`src/rtl/bram16_dma_pkg.sv`:
```
// Shared encodings for the bram16 DMA initiator: FSM states and transfer modes.
package bram16_dma_pkg;

    // RD: read address on bus, CAP: read data valid, WR: write on bus
    typedef enum logic [1:0] {
        ST_IDLE = 2'd0,
        ST_RD   = 2'd1,
        ST_CAP  = 2'd2,
        ST_WR   = 2'd3
    } state_t;

    localparam logic MODE_COPY = 1'b0;
    localparam logic MODE_FILL = 1'b1;

endpackage

```
`src/rtl/bram16_dma.sv`:
```
// DMA initiator for a 16-bit block-RAM port with 1-cycle registered read.
// Copies len words src->dst (3 cycles/word) or fills len words with fill_val
// (1 cycle/word). Owns the single RAM port while busy. All outputs registered.
// The RAM write-data port is named dout because "do" is a reserved word.
module bram16_dma
    import bram16_dma_pkg::*;
#(
    parameter int adr_width = 11
) (
    input  logic        sys_clk,
    input  logic        sys_rst,
    input  logic        start,
    input  logic        abort,
    input  logic        mode,
    input  logic [15:0] src,
    input  logic [15:0] dst,
    input  logic [15:0] len,
    input  logic [15:0] fill_val,
    output logic        busy,
    output logic        done,
    output logic [15:0] sum,
    output logic [15:0] a,
    output logic [15:0] dout,
    output logic        we,
    input  logic [15:0] di
);

    // word-index width inside the RAM; indices wrap naturally at this width
    localparam int WW = adr_width - 1;

    state_t          state_q, state_d;
    logic            busy_q, busy_d;
    logic            done_q, done_d;
    logic            we_q, we_d;
    logic [15:0]     sum_q, sum_d;
    logic [15:0]     a_q, a_d;
    logic [15:0]     dout_q, dout_d;
    logic [15:0]     cnt_q, cnt_d;
    logic [WW-1:0]   src_q, src_d;
    logic [WW-1:0]   dst_q, dst_d;
    logic            mode_q, mode_d;
    logic [15:0]     fill_q, fill_d;
    logic [WW-1:0]   src_inc, dst_inc;

    // byte address bits above the RAM and bit 0 are intentionally ignored
    logic unused_bits;
    assign unused_bits = ^{src[15:adr_width], src[0], dst[15:adr_width], dst[0]};

    // word index -> bus byte address, upper bits and bit 0 forced to 0
    function automatic logic [15:0] byte_adr(input logic [WW-1:0] w);
        return 16'({w, 1'b0});
    endfunction

    assign src_inc = src_q + 1'b1;
    assign dst_inc = dst_q + 1'b1;

    // next-state and registered-output computation
    always_comb begin
        state_d = state_q;
        busy_d  = busy_q;
        done_d  = 1'b0;
        we_d    = 1'b0;
        sum_d   = sum_q;
        a_d     = a_q;
        dout_d  = dout_q;
        cnt_d   = cnt_q;
        src_d   = src_q;
        dst_d   = dst_q;
        mode_d  = mode_q;
        fill_d  = fill_q;

        case (state_q)
            ST_IDLE: begin
                if (start) begin
                    src_d  = src[WW:1];
                    dst_d  = dst[WW:1];
                    cnt_d  = len;
                    mode_d = mode;
                    fill_d = fill_val;
                    sum_d  = 16'h0000;
                    busy_d = 1'b1;
                    if (len == 16'h0000) begin
                        // empty transfer: one idle-bus cycle in RD, then done
                        state_d = ST_RD;
                    end else if (mode == MODE_FILL) begin
                        state_d = ST_WR;
                        a_d     = byte_adr(dst[WW:1]);
                        dout_d  = fill_val;
                        we_d    = 1'b1;
                        sum_d   = fill_val;
                    end else begin
                        state_d = ST_RD;
                        a_d     = byte_adr(src[WW:1]);
                    end
                end
            end
            ST_RD: begin
                if (cnt_q == 16'h0000) begin
                    state_d = ST_IDLE;
                    busy_d  = 1'b0;
                    done_d  = 1'b1;
                end else begin
                    state_d = ST_CAP;
                end
            end
            ST_CAP: begin
                // di is valid now; capture it straight into the write register
                state_d = ST_WR;
                a_d     = byte_adr(dst_q);
                dout_d  = di;
                we_d    = 1'b1;
                sum_d   = sum_q + di;
            end
            ST_WR: begin
                if (cnt_q == 16'h0001) begin
                    state_d = ST_IDLE;
                    busy_d  = 1'b0;
                    done_d  = 1'b1;
                end else begin
                    cnt_d = cnt_q - 16'h0001;
                    dst_d = dst_inc;
                    if (mode_q == MODE_FILL) begin
                        a_d    = byte_adr(dst_inc);
                        dout_d = fill_q;
                        we_d   = 1'b1;
                        sum_d  = sum_q + fill_q;
                    end else begin
                        state_d = ST_RD;
                        src_d   = src_inc;
                        a_d     = byte_adr(src_inc);
                    end
                end
            end
            default: state_d = ST_IDLE;
        endcase

        // abort only matters while busy; a write already on the bus still lands
        if (busy_q && abort) begin
            state_d = ST_IDLE;
            busy_d  = 1'b0;
            done_d  = 1'b0;
            we_d    = 1'b0;
            sum_d   = sum_q;
            a_d     = a_q;
            dout_d  = dout_q;
        end
    end

    // state and output registers with synchronous reset
    always_ff @(posedge sys_clk) begin
        if (sys_rst) begin
            state_q <= ST_IDLE;
            busy_q  <= 1'b0;
            done_q  <= 1'b0;
            we_q    <= 1'b0;
            sum_q   <= 16'h0000;
            a_q     <= 16'h0000;
            dout_q  <= 16'h0000;
            cnt_q   <= 16'h0000;
            src_q   <= '0;
            dst_q   <= '0;
            mode_q  <= MODE_COPY;
            fill_q  <= 16'h0000;
        end else begin
            state_q <= state_d;
            busy_q  <= busy_d;
            done_q  <= done_d;
            we_q    <= we_d;
            sum_q   <= sum_d;
            a_q     <= a_d;
            dout_q  <= dout_d;
            cnt_q   <= cnt_d;
            src_q   <= src_d;
            dst_q   <= dst_d;
            mode_q  <= mode_d;
            fill_q  <= fill_d;
        end
    end

    assign busy = busy_q;
    assign done = done_q;
    assign sum  = sum_q;
    assign a    = a_q;
    assign dout = dout_q;
    assign we   = we_q;

endmodule
```
`config.mk`:
```
export PLATFORM = sky130hd
export DESIGN_NAME = bram16_dma
export DESIGN_NICKNAME = d
export VERILOG_FILES = /design/src/rtl/bram16_dma_pkg.sv /design/src/rtl/bram16_dma.sv
export SDC_FILE = /design/constraint.sdc
export NUM_CORES = 1
export LEC_CHECK = 0
export ABC_AREA = 1
export CAP_MARGIN = 20
export CORE_MARGIN = 10
export CORE_UTILIZATION = 53
export DETAILED_ROUTE_END_ITERATION = 8
export PLACE_DENSITY = 0.88
export SLEW_MARGIN = 20
export SYNTH_ARGS = -nofsm -noshare
export SYNTH_HDL_FRONTEND = slang
export SYNTH_SLANG_ARGS = --single-unit
```
`constraint.sdc`:
```
create_clock -name sys_clk -period 2.7 [get_ports sys_clk]
set_input_delay 0.27 -clock sys_clk [delete_from_list [all_inputs] [get_ports sys_clk]]
set_output_delay 0.27 -clock sys_clk [all_outputs]
set_load 0.01 [all_outputs]
```
### Logic cells by family, run 1

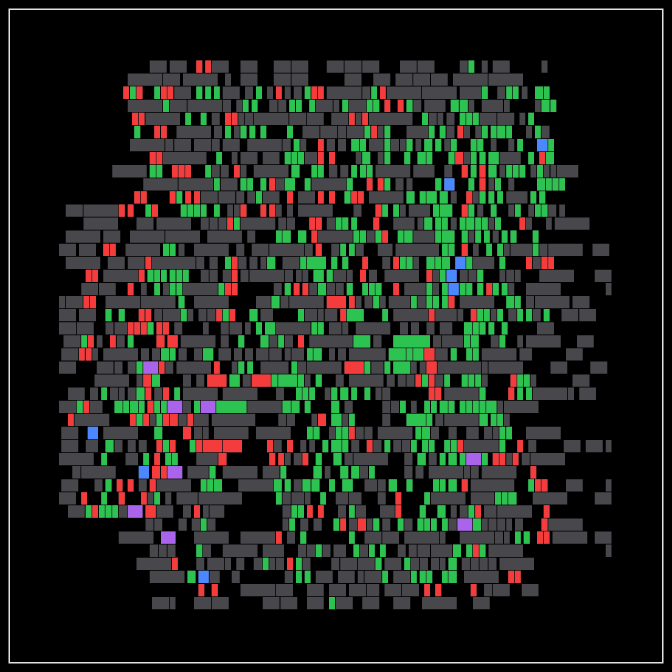
xor and xnor cells: marked purple, cells 8, most used xor2_1. and/or cells: marked blue, cells 8, most used or2_2. nor cells: marked red, cells 195, most used nor2_1. nand cells: marked green, cells 440, most used nand2_1.
Comb/total area: 49.8%
Top cell excl fill/tap: nand2_1
Layout Cells excl Fill: 1451

### Congestion heat map, run 1

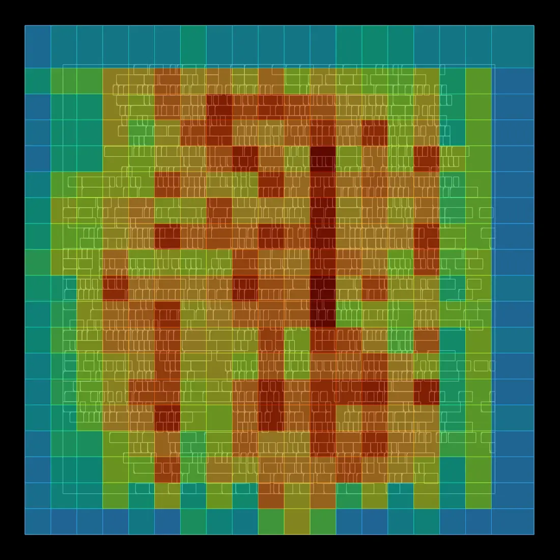
met3 global-route usage: 5.19%
WL/cell: 15.1 µm

### Routed clock nets over the placement, run 1

Scale bar: 50 µm.
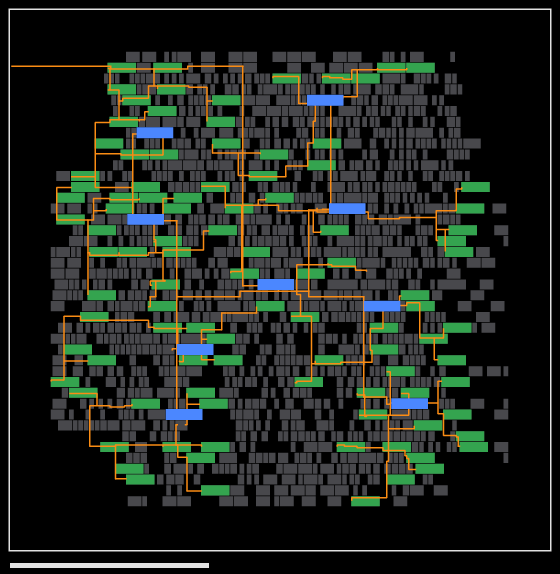
flip-flops: marked green, count 100. clock-net drivers: marked blue, count 9. clock wires: marked orange, length 1360 µm.
There are 10 routed clock nets. Position of the flops: spread over the die.
Clk. pwr: 1280 µW
clock share of power: 21.1%

==> Slide: Implementation Results, run 1 <==
Run Summary

Layout
  • Logic area: between 4000 and 5000 µm²
  • ClkCell Share: under 10%
  • Flop count: about 100
  • Nonclk inv count: ~130
  • Top cell category: multi-input combinational cells
  • # fillers: approximately 1200
  • Most frequent cells in the layout: nand2_1 (353), nor2_1 (176), inv_1 (122)
  • Clk_buf instances: 10
  • Area delta synth->final: 20.8%
  • Non-clock buffer count: around 130
  • Seq/total area: 23.4%

Die
  • Die area: between 15000 and 20000 µm²
  • Core area: approximately 13000 µm²
  • FP Util: a little over half
  • Num ports: approximately 140
  • Die Wd: approximately 140 µm
  • Tapcells: approximately 180
  • Die Ht: ~140 µm

Critical path
  • CP endpoint kind: flop
  • Top delay family on crit path: simple AND/OR/NAND/NOR gates
  • CP Capture Point: dout[15]
  • Startpoint types: flop
  • Crit-path cells: buf_4 -> inv_2 -> a22oi_4 -> nand3_2 -> nor2_4 -> nand2_1 -> nand2_1 -> nor2_1
  • Crit path DRT: roughly 3.0 ns
  • Crit path buf inv count: 2
  • R2R Path End: dout[15]
  • Reg2reg path depth: 8
  • Critical path launch point: state_q[1]
  • Setup CP Type: flop to flop
  • Slowest cell on the critical path: nor2_4
  • Worst path depth: 8
  • Crit Path Max Fanout: 37
  • Critical Path Max Stage Delay: around 0.54 ns
  • Most frequent CP cell: nand2_1

Placement
  • Dpl ws: 0.196 ns
  • Inst Count DP: 1435
  • Final GP Congestion: around 0.94
  • DP HPWL: 16600 µm

Yosys
  • Yosys stat chip area: approximately 7000 µm²
  • Top area contributor share: between 20 and 30%
  • Synth flops: 100
  • Simple-Gate Area Share: 38.1%
  • Post-synth ARST share: 0%
  • Ys cells: around 1200
  • Top area cell types: dfxtp_1 (28%), nand2_1 (19%), nor2_1 (9.3%)
  • Yosys aoi share: 16.4%
  • Distinct lib cells: ~48
  • Mapped Cells: 1175
  • Dominant comb cell: simple AND/OR/NAND/NOR gates
  • Yosys warning count: 0
  • Commonest flop: dfxtp_1
  • Top post-synthesis cells by count: nand2_1 (353), nor2_1 (176), inv_1 (123)
  • Most numerous cell in the Yosys netlist: nand2_1
  • EDFF count, synth: 0
  • Mux share: 0.142%
  • Xor/xnor share: less than 1%
  • Post-Syn Area per Cell: between 6 and 7 µm²

Hold path
  • Worst hold path class: primary input to flop
  • Hold wc startpoint: fill_val[11]
  • Hold path depth: 3
  • Worst Hold Path EP: fill_q[11]

Pwr
  • P_comb: roughly 2700 µW
  • Sequential power: 2040 µW
  • Top power group: combinational cells
  • P per Cell Area: roughly 710 nW/µm²
  • Peak VDD IR: approximately 0.45 mV
  • Internal Pwr Total: around 3500 µW
  • Part of the power in combinational logic: a little under half
  • Power consumption: around 6100 µW

CTS
  • Clock Pin Slew Worst Setup and Hold Paths: around 0.070 ns
  • PostCTS Resize Cnt: 0
  • TritonCTS clock tree: done
  • CTS Buf Count: 9
  • Clock Latency Late Sink: between 0.3 and 0.4 ns
  • Clk buf depth: 2

Detailed routing
  • Metal3 WL: approximately 2300 µm
  • DR iter-0 viols: around 880
  • DRT antenna net count: 0
  • Vias: around 7800
  • DR pass1 iterations: 6
  • DRT met1 WL: between 9000 and 10000 µm
  • Via/cell ratio: 5.38
  • DRC Markers: 0
  • Highest metal used: met4

GRT
  • GRT Max-Usage Layer: met2
  • Gr usage total: 23.5%
  • M1 GR Usage: 31.4%
  • First-pass GRT wire length: between 30000 and 40000 µm
  • GR Util met2: between 30% and 40%
  • Vias in the first global route: around 7000

Timing
  • Setup TNS Final: 0 ns
  • Final Max Slew Viols: 0
  • RSZ-0062 raised after global routing: no
  • # setup viols final: 0
  • Fin crit period: about 2.5 ns
  • Final hold slack: about 0.48 ns
  • Post-layout period usage: about nine tenths
  • Headroom to the max-slew limit: a little over half

Run status
  • Status: finished clean

Run
  • Count of tool warnings: roughly 42
### Register map, names as in the netlist, run 1

Scale bar: 50 µm. Other sequential cells in the stronger gray, the rest of the logic in the fainter gray.
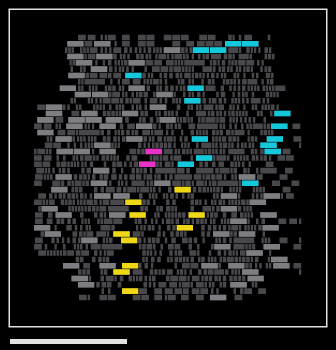

--- run 2 (diff from run 1) ---
--- a/config.mk
+++ b/config.mk
@@ -5,10 +5,9 @@
 export SDC_FILE = /design/constraint.sdc
 export NUM_CORES = 1
 export LEC_CHECK = 0
-export ABC_AREA = 1
 export CAP_MARGIN = 20
 export CORE_MARGIN = 10
-export CORE_UTILIZATION = 53
+export CORE_UTILIZATION = 52
 export DETAILED_ROUTE_END_ITERATION = 8
 export PLACE_DENSITY = 0.88
 export SLEW_MARGIN = 20
### Register map, names as in the netlist, run 2

Scale bar: 50 µm. Other sequential cells in the stronger gray, the rest of the logic in the fainter gray.
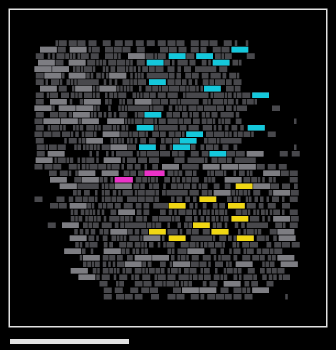
`dst_q`: marked yellow, sequential cells 10. `sum`: marked cyan, sequential cells 16. `state_q`: marked magenta, sequential cells 2.
Another 72 sequential cells are not colored.

==> run 2 against run 1 <==
Compared with the run above:
- sequential share of layout area rose by 0.42 points
- register-to-register slack worse by 0.15 ns
- synthesized cell count decreased by 25%
- setup slack worse by 0.15 ns
- critical endpoint is now sum[11]
==> Slide: Implementation Results, run 2 <==
Run Summary

Run status
  • Status: finished clean

GRT
  • GR Util met2: between 30% and 40%
  • Vias in the first global route: between 6000 and 7000
  • GRT Max-Usage Layer: met2
  • First-pass GRT wire length: 33100 µm
  • Met3 global-route usage: 4.65%
  • Gr usage total: between 20% and 30%
  • M1 GR Usage: between 20% and 30%

Detailed routing
  • DR pass1 iterations: 6
  • DRT antenna net count: 0
  • DRT met1 WL: 8800 µm
  • Vias: approximately 7000
  • Metal3 WL: roughly 1700 µm
  • DRC Markers: 0
  • WL/cell: around 18 µm
  • DR iter-0 viols: roughly 790
  • Highest metal used: met4
  • Via/cell ratio: between 6 and 7

Yosys
  • Xor/xnor share: about 2.7%
  • Yosys aoi share: about a quarter
  • Distinct lib cells: roughly 65
  • Simple-Gate Area Share: 23.0%
  • Fa+ha+maj area frac: under 10%
  • Commonest flop: dfxtp_1
  • Post-Syn Area per Cell: 7.38 µm²
  • Post-synth ARST share: 0%
  • EDFF count, synth: 0
  • Ys cells: between 800 and 900
  • Mapped Cells: slightly below 900
  • Most numerous cell in the Yosys netlist: nand2_1
  • Netlist Area Pre-Place: ~6500 µm²
  • Yosys stat chip area: around 6500 µm²
  • Top area cell types: dfxtp_1 (31%), nand2_1 (9.3%), a21oi_1 (7.3%)
  • Synth flops: around 100
  • Yosys warning count: 0
  • Top area contributor share: between 30% and 40%
  • Top post-synthesis cells by count: nand2_1 (163), dfxtp_1 (100), nor2_1 (100)

Timing
  • Headroom to the max-slew limit: between 40 and 50%
  • RSZ-0062 raised after global routing: yes
  • Setup TNS Final: 0 ns
  • Fin Clk Skew: approximately 0.013 ns
  • Post-layout period usage: a little under 100%
  • Fin crit period: 2.62 ns
  • Final hold slack: roughly 0.34 ns
  • Final Max Slew Viols: 0
  • # setup viols final: 0

Layout
  • Layout non-clock buf frac: ~18%
  • ClkCell Share: approximately 3.6%
  • # fillers: 966
  • Layout Cells excl Fill: about 1200
  • Comb/total area: 51.8%
  • Top cell category: multi-input combinational cells
  • Logic area: roughly 4400 µm²
  • Area delta synth->final: 28.5%
  • Top cell excl fill/tap: nand2_1
  • Non-clock buffer count: between 150 and 200
  • Flop count: around 100
  • Seq/total area: a little under a quarter
  • Clk_buf instances: 9

Die
  • Die Ht: about 130 µm
  • Num ports: 136
  • Die area: 17500 µm²
  • Core area: ~12000 µm²
  • FP Util: 53.8%

Pwr
  • Sequential power: around 2000 µW
  • P per Cell Area: approximately 740 nW/µm²
  • Power consumption: ~6200 µW
  • Top power group: combinational cells
  • Clock share of power: 21.2%
  • Clk. pwr: about 1300 µW
  • Internal Pwr Total: 3740 µW
  • Sequential Power Share: between 30% and 40%
  • Part of the power in combinational logic: roughly 47%
  • P_comb: just under 3000 µW
  • Peak VDD IR: around 0.48 mV

Critical path
  • R2R Path End: sum[11]
  • Crit path DRT: between 2 and 3 ns
  • Crit Path Max Fanout: 8
  • Crit-path cells: inv_1 -> nor2_4 -> nand2_1 -> nand2_1 -> ha_1 -> a21oi_1 -> nand4b_1 -> nand2_1 -> a31oi_4 -> mux2_2 -> a311oi_2
  • Critical path launch point: state_q[1]
  • FF-to-FF Start: state_q[1]
  • Top delay family on crit path: simple AND/OR/NAND/NOR gates
  • Reg2reg path depth: 11
  • Startpoint types: flop
  • Crit path buf inv count: 1
  • Worst path depth: 11
  • Critical Path Max Stage Delay: around 0.38 ns
  • Setup CP Type: flop to flop
  • Most frequent CP cell: nand2_1
  • CP endpoint kind: flop
  • CP Capture Point: sum[11]

CTS
  • Clock Pin Slew Worst Setup and Hold Paths: 0.08 ns
  • TritonCTS clock tree: done
  • CTS Buf Count: 9
  • H-Tree Depth: 3
  • PostCTS Resize Cnt: 1

Run
  • Count of tool warnings: roughly 44

Placement
  • Inst Count DP: between 1000 and 1500
  • DP HPWL: ~15000 µm
  • Dpl ws: -0.0266 ns

Hold path
  • Hold path depth: 2
  • Worst Hold Path EP: src_q[2]
  • Hold wc startpoint: sys_rst
### Logic cells by family, run 2

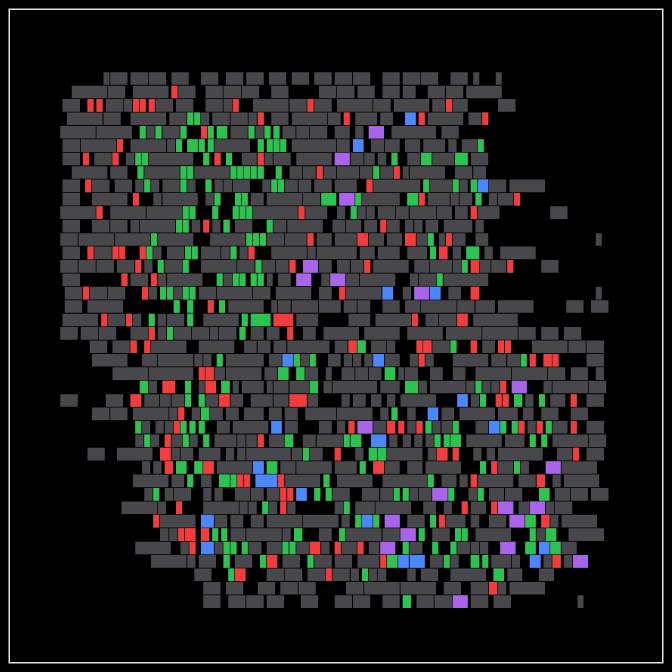
nand cells: marked green, cells 196, most used nand2_1. nor cells: marked red, cells 130, most used nor2_1. xor and xnor cells: marked purple, cells 20, most used xnor2_1. and/or cells: marked blue, cells 22, most used and3_1.

No activity file was given, so power comes from the tool's default toggle rates.
